## config.mk

```make
export PLATFORM = sky130hd
export DESIGN_NAME = ex_div_sequencer
export DESIGN_NICKNAME = d
export VERILOG_FILES = /design/src/rtl/ex_div_sequencer_pkg.sv /design/src/rtl/ex_div_sequencer_div_step.sv /design/src/rtl/ex_div_sequencer.sv
export SDC_FILE = /design/constraint.sdc
export NUM_CORES = 2
export LEC_CHECK = 0
export CORE_MARGIN = 4
export CORE_UTILIZATION = 54
export CTS_CLUSTER_DIAMETER = 200
export DETAILED_ROUTE_END_ITERATION = 12
export PLACE_DENSITY_LB_ADDON = 0.25
export SETUP_SLACK_MARGIN = 0.02
export SLEW_MARGIN = 30
export SYNTH_ARGS = -nofsm -noshare
export SYNTH_HDL_FRONTEND = slang
export SYNTH_SLANG_ARGS = --single-unit
export TNS_END_PERCENT = 50
```

## constraint.sdc

```tcl
create_clock -name clk -period 12 [get_ports clk]
set_input_delay 2.4 -clock clk [delete_from_list [all_inputs] [get_ports clk]]
set_output_delay 2.4 -clock clk [all_outputs]
set_load 0.05 [all_outputs]
```

## src/rtl/ex_div_sequencer_pkg.sv

```systemverilog
// Shared types and widths for the EX-stage divide sequencer.
package ex_div_sequencer_pkg;

    localparam int DIV_XLEN = 64;
    localparam int DIV_WLEN = 32;

    typedef enum logic [1:0] {
        DIV_OP_DIV  = 2'd0,
        DIV_OP_DIVU = 2'd1,
        DIV_OP_REM  = 2'd2,
        DIV_OP_REMU = 2'd3
    } div_op_t;

    typedef enum logic [2:0] {
        ST_IDLE = 3'd0,
        ST_PREP = 3'd1,
        ST_CALC = 3'd2,
        ST_FIX  = 3'd3,
        ST_DONE = 3'd4
    } div_state_t;

endpackage

```

## src/rtl/ex_div_sequencer_div_step.sv

```systemverilog
// One radix-2 restoring division iteration: shift {rem,quo} left, subtract divisor if it fits.
module div_step #(
    parameter int XLEN = 64
) (
    input  logic [XLEN:0]   rem,
    input  logic [XLEN-1:0] quo,
    input  logic [XLEN-1:0] div,
    output logic [XLEN:0]   rem_next,
    output logic [XLEN-1:0] quo_next
);

    logic [2*XLEN:0] pair_shifted;
    logic [XLEN:0]   rem_shifted;

    // The remainder stays below the divisor, so its top bit is always shifted out as zero.
    assign pair_shifted = {rem, quo} << 1;
    assign rem_shifted  = pair_shifted[2*XLEN:XLEN];

    always_comb begin
        rem_next = rem_shifted;
        quo_next = pair_shifted[XLEN-1:0];
        if (rem_shifted >= {1'b0, div}) begin
            rem_next    = rem_shifted - {1'b0, div};
            quo_next[0] = 1'b1;
        end
    end

endmodule

```

## src/rtl/ex_div_sequencer.sv

```systemverilog
// Multi-cycle RV64M divide/remainder sequencer; stalls EX via o_ex_ready while it iterates.
module ex_div_sequencer
    import ex_div_sequencer_pkg::*;
#(
    parameter int XLEN = DIV_XLEN,
    parameter int WLEN = DIV_WLEN
) (
    input  logic            clk,
    input  logic            rst,
    input  logic            i_start,
    input  div_op_t         i_op,
    input  logic            i_word,
    input  logic [XLEN-1:0] i_rs1,
    input  logic [XLEN-1:0] i_rs2,
    input  logic [4:0]      i_rd,
    input  logic            i_flush,
    output logic            o_ex_ready,
    output logic            o_busy,
    output logic            o_done,
    output logic [XLEN-1:0] o_result,
    output logic [4:0]      o_rd
);

    div_state_t      state_reg, state_next;
    div_op_t         op_reg, op_next;
    logic            word_reg, word_next;
    logic [4:0]      rd_reg, rd_next;
    logic [XLEN-1:0] dvd_reg, dvd_next;
    logic [XLEN-1:0] dvs_reg, dvs_next;
    logic [XLEN:0]   rem_reg, rem_next;
    logic [XLEN-1:0] quo_reg, quo_next;
    logic [6:0]      cnt_reg, cnt_next;
    logic            qneg_reg, qneg_next;
    logic            rneg_reg, rneg_next;
    logic [XLEN-1:0] result_reg, result_next;

    logic [XLEN:0]   step_rem;
    logic [XLEN-1:0] step_quo;
    logic            is_signed, is_quot, s1, s2;
    logic [XLEN-1:0] dvd_abs, dvs_abs, min_n, ones_n, q_fix, r_fix;

    // Keep only the low WLEN bits for word ops.
    function automatic logic [XLEN-1:0] mask_n(input logic [XLEN-1:0] v, input logic word);
        return word ? {{(XLEN-WLEN){1'b0}}, v[WLEN-1:0]} : v;
    endfunction

    // Word results are always sign-extended from bit WLEN-1.
    function automatic logic [XLEN-1:0] fit_n(input logic [XLEN-1:0] v, input logic word);
        return word ? {{(XLEN-WLEN){v[WLEN-1]}}, v[WLEN-1:0]} : v;
    endfunction

    div_step #(.XLEN(XLEN)) u_step (
        .rem      (rem_reg),
        .quo      (quo_reg),
        .div      (dvs_reg),
        .rem_next (step_rem),
        .quo_next (step_quo)
    );

    always_comb begin
        state_next  = state_reg;
        op_next     = op_reg;
        word_next   = word_reg;
        rd_next     = rd_reg;
        dvd_next    = dvd_reg;
        dvs_next    = dvs_reg;
        rem_next    = rem_reg;
        quo_next    = quo_reg;
        cnt_next    = cnt_reg;
        qneg_next   = qneg_reg;
        rneg_next   = rneg_reg;
        result_next = result_reg;

        is_signed = (op_reg == DIV_OP_DIV) || (op_reg == DIV_OP_REM);
        is_quot   = (op_reg == DIV_OP_DIV) || (op_reg == DIV_OP_DIVU);
        s1        = is_signed && (word_reg ? dvd_reg[WLEN-1] : dvd_reg[XLEN-1]);
        s2        = is_signed && (word_reg ? dvs_reg[WLEN-1] : dvs_reg[XLEN-1]);
        dvd_abs   = mask_n(s1 ? -dvd_reg : dvd_reg, word_reg);
        dvs_abs   = mask_n(s2 ? -dvs_reg : dvs_reg, word_reg);
        min_n     = word_reg ? (XLEN'(1) << (WLEN-1)) : (XLEN'(1) << (XLEN-1));
        ones_n    = mask_n({XLEN{1'b1}}, word_reg);
        q_fix     = qneg_reg ? -quo_reg : quo_reg;
        r_fix     = rneg_reg ? -rem_reg[XLEN-1:0] : rem_reg[XLEN-1:0];

        case (state_reg)
            ST_IDLE, ST_DONE: begin
                state_next = ST_IDLE;
                if (i_start) begin
                    state_next = ST_PREP;
                    op_next    = i_op;
                    word_next  = i_word;
                    rd_next    = i_rd;
                    dvd_next   = mask_n(i_rs1, i_word);
                    dvs_next   = mask_n(i_rs2, i_word);
                end
            end
            ST_PREP: begin
                if (dvs_reg == '0) begin
                    result_next = fit_n(is_quot ? {XLEN{1'b1}} : dvd_reg, word_reg);
                    state_next  = ST_DONE;
                end else if (is_signed && dvd_reg == min_n && dvs_reg == ones_n) begin
                    result_next = fit_n(is_quot ? dvd_reg : '0, word_reg);
                    state_next  = ST_DONE;
                end else begin
                    // Word dividends sit in the upper half so the same 64-bit shifter feeds bit 31 first.
                    quo_next   = word_reg ? (dvd_abs << WLEN) : dvd_abs;
                    dvs_next   = dvs_abs;
                    rem_next   = '0;
                    qneg_next  = s1 ^ s2;
                    rneg_next  = s1;
                    cnt_next   = word_reg ? 7'(WLEN) : 7'(XLEN);
                    state_next = ST_CALC;
                end
            end
            ST_CALC: begin
                rem_next = step_rem;
                quo_next = step_quo;
                cnt_next = cnt_reg - 7'd1;
                if (cnt_reg == 7'd1) begin
                    state_next = ST_FIX;
                end
            end
            ST_FIX: begin
                result_next = fit_n(is_quot ? q_fix : r_fix, word_reg);
                state_next  = ST_DONE;
            end
            default: state_next = ST_IDLE;
        endcase

        // A flush kills the op in flight and also suppresses a same-cycle start.
        if (i_flush) begin
            state_next  = ST_IDLE;
            result_next = result_reg;
        end
    end

    always_ff @(posedge clk or posedge rst) begin
        if (rst) begin
            state_reg  <= ST_IDLE;
            op_reg     <= DIV_OP_DIV;
            word_reg   <= 1'b0;
            rd_reg     <= '0;
            dvd_reg    <= '0;
            dvs_reg    <= '0;
            rem_reg    <= '0;
            quo_reg    <= '0;
            cnt_reg    <= '0;
            qneg_reg   <= 1'b0;
            rneg_reg   <= 1'b0;
            result_reg <= '0;
        end else begin
            state_reg  <= state_next;
            op_reg     <= op_next;
            word_reg   <= word_next;
            rd_reg     <= rd_next;
            dvd_reg    <= dvd_next;
            dvs_reg    <= dvs_next;
            rem_reg    <= rem_next;
            quo_reg    <= quo_next;
            cnt_reg    <= cnt_next;
            qneg_reg   <= qneg_next;
            rneg_reg   <= rneg_next;
            result_reg <= result_next;
        end
    end

    assign o_ex_ready = (state_reg == ST_IDLE) || (state_reg == ST_DONE);
    assign o_busy     = (state_reg == ST_PREP) || (state_reg == ST_CALC) || (state_reg == ST_FIX);
    assign o_done     = (state_reg == ST_DONE);
    assign o_result   = result_reg;
    assign o_rd       = rd_reg;

    // EX is frozen while busy, so a start here means the pipeline broke its handshake.
    a_no_start_busy: assert property (@(posedge clk) disable iff (rst) !(i_start && o_busy));

endmodule

```

==> out/metrics.cfg <==
[timing]
finalSetupTns_ns=0
setup_viol=0
tightest_slew_ns=0.920
drv_slew=0
min_period_ns=5.42
hold_violations=0
fin_crit_sh_pct=45.2
timing.slew.headroom_pct=38.2
fin_worst_skew_ns=0.0279
fmax_mhz=185

[power_and_ir_drop]
vdd_drop_max_uv=265
switching_share_pct=50.0
p_per_area_nw_per_um2=268
p_leak_uw=0.0118
seqPwrFrac_pct=27.0
power.internal_uw=3990
power.switching_uw=3980
p_clk_share_pct=17.0
p_comb_share_pct=56.0

[routing]
drc=0
vias=26300
vias_per_cell=6.65
first_pass_iters=7
routedWlPerCell_um=24.0
dr.first_iter.drc_count=2988
drt-total-wl_mm=94.8

[clock_tree]
insertion_delay_ns=0.58
cts_tree=built
cts_max_level=2
cts_hold_buffers=0
cts_sinks=340
clockRootBuffer=clkbuf_16
cts_resized=0
post_cts_buffers=0

[global_routing]
grtUsageTotal_pct=35.4
antenna_found_initial=2
grt_max_degree=161
grt_pass1_wl_mm=144

[setup_path]
worst_path_largest_cell_delay_ns=0.60
required_ns=12.47
cp_num_buf_inv=3
r2r_slack_ns=6.58
cpMostUsedCell=nand3_1
cpLargestDelayFamily=simple AND/OR/NAND/NOR gates
path_cells=inv_1, ha_1, nor4b_1, nand3_1, nor2_1, nand3_1, nor3_1, a211o_4, nand2_4, inv_2, buf_4, o21ai_0, o22a_1
cpMaxStageDelayCell=nor4b_1
cp-start-kind=flip-flop
path_max_fanout=76
arrival_ns=5.89

[floorplan]
core_um2=47700
fp_util_pct=54.6
chipArea_um2=51800
ios=212
rows=80

[synth]
ys_area_um2=26100
flop_cell=dfrtp_1
async_flop_share_pct=100
synth_cells=3262
syn_area_um2=26100
syn_area_per_cell_um2=7.99
yosys_warnings=0
ys_types=89
syn_nets=3474
ys_cells=3262
netlist.area_leader.share_pct=32.6
common_cells=nand2_1 (346), dfrtp_1 (340), o21ai_0 (337)
ys_seq_share_pct=32.6

[final_layout]
drive_gt1_share_pct=6.29
final_nets=3520
n_antenna_cell=0
layout_top_cells=nand2_1 (343), o21ai_0 (337), dfrtp_1 (337)

[run_status]
status=finished clean

[placement]
io_buffers=211
dp_hpwl_mm=69.8
preCtsSetupSlack_ns=6.52

[hold_path]
hp-class=flip-flop to flip-flop

## routing by layer
layer,vias to the layer above,track usage (%),wire length (um)
met5,-,0,17
met1,12800,49.2,39600
met2,1294,54.7,42900
li1,12000,-,-
met3,214,7.83,8650
met4,2,12.9,3680
## area by class of cell
class | instances | area, um2
Clock buffer | 58 | 1230
Clock inverter | 18 | 219
Fill cell | 4243 | 18000
Inverter | 100 | 388
Multi-Input combinational cell | 2582 | 16200
Sequential cell | 340 | 8510
Tap cell | 615 | 769
Timing Repair Buffer | 242 | 2380
## power groups by stage
stage	combinational (uW)	clock (uW)	sequential (uW)
2_1_floorplan	3070	0	2120
6_report	4460	1360	2150
3_3_place_gp	4290	0	2120
3_5_place_dp	4350	0	2130
4_1_cts	4380	1360	2120
5_1_grt	4850	1410	2180
## logic make-up (layout without fill, tap and decap cells)
group           Yosys count  after routing  synth area share [%]
simple gates           1042           1042                  19.3
mux                      95             95                  3.85
buf+inv                 340            418                  5.45
compound gates         1104           1104                  26.1
flops                   340            340                  32.6
xor+xnor                245            245                  8.23
fa+ha+maj                96             96                  4.41
## final timing paths
| path | end | cells after the start | startpoint |
|---|---|---|---|
| max | o_result[27]$_DFFE_PP0P_ | 13 | dvs_reg[1]$_DFFE_PP0P_ |
| min | o_result[59]$_DFFE_PP0P_ | 1 | o_result[59]$_DFFE_PP0P_ |
| max reg2reg | o_result[27]$_DFFE_PP0P_ | 13 | dvs_reg[1]$_DFFE_PP0P_ |
| min reg2reg | o_result[59]$_DFFE_PP0P_ | 1 | o_result[59]$_DFFE_PP0P_ |
| max in group asynchronous | op_reg[1]$_DFFE_PP0P_ | 5 | rst |
| min in group asynchronous | dvs_reg[10]$_DFFE_PP0P_ | 2 | rst |
## worst register-to-register path, delay by kind of cell, from the launching register on
family	cells	cell delay, ns
AND-OR/OR-AND	3	1.03
adder cells (fa/ha/maj)	1	0.24
buffers and inverters	3	0.89
flip-flops	1	0.41
AND/OR/NAND/NOR	6	2.73
## through the flow
| step | std cells | util, % | hold slack (ns) | area (um2) | power, uW |
|---|---|---|---|---|---|
| after global routing | 3955 | 62.2 | 0.519 | 29700 | 8450 |
| after detailed placement | 3878 | 59.1 | 0.466 | 28200 | 6480 |
| after CTS | 3954 | 62.1 | 0.493 | 29700 | 7860 |
| after floorplan | 3262 | - | 0.447 | 26100 | 5190 |
| final | 3955 | 62.2 | 0.496 | 29700 | 7960 |
| after global placement | 3878 | 59.1 | 0.467 | 28200 | 6410 |
Fig. 1: drive-strength map
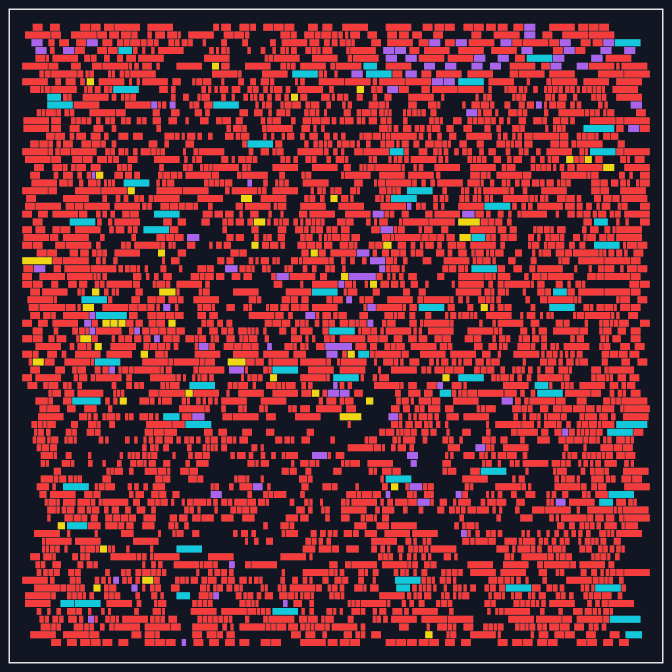
cyan -> _6 and larger  # cells 64
purple -> _2 cells  # cells 98
yellow -> _3 and _4 cells  # cells 48
red -> _0 and _1 cells  # cells 3130
PnR worst setup slack: 6.58 ns
Final Cell Area: 29700 um2
Area Growth Syn to Fin: 14.0%
nonclk buf count: 242

Fig. 2: selected gate families
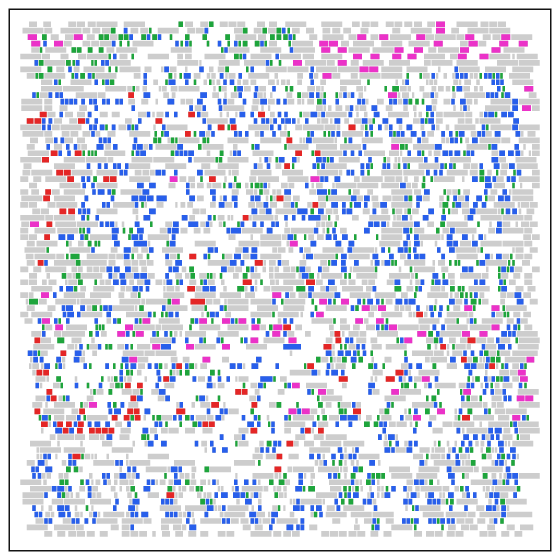
magenta -> multiplexers  # cells 95, most used mux2i_1, where all over the die
red -> AND-OR and OR-AND gates  # cells 99, most used a21o_1
green -> NAND gates  # cells 526, most used nand2_1, where all over the die
blue -> inverting AOI/OAI gates  # cells 1005, most used o21ai_0, where all over the die
Top cell excl fill/tap: nand2_1
Post-Layout Cell Count: 3955
logic share of the area: 54.5%

Fig. 3: routed metal, one colour a layer
Only two layers are drawn.
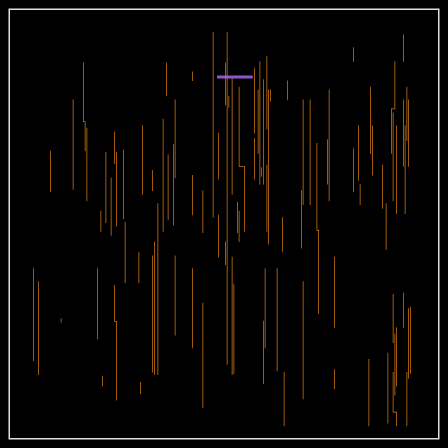
purple -> metal 5  # wire length 17.5 um
orange -> metal 4  # wire length 3680 um

Fig. 4: met4 routing
Scale bar: 50 um.
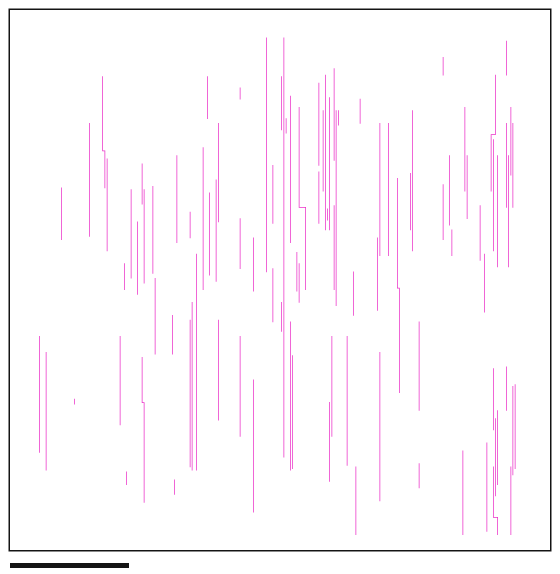
wire length on this layer = 3680 um
nets with wire on the layer = 79
share of all routed wire = 3.9%
main direction = vertical

Power and IR drop assume default switching activity.
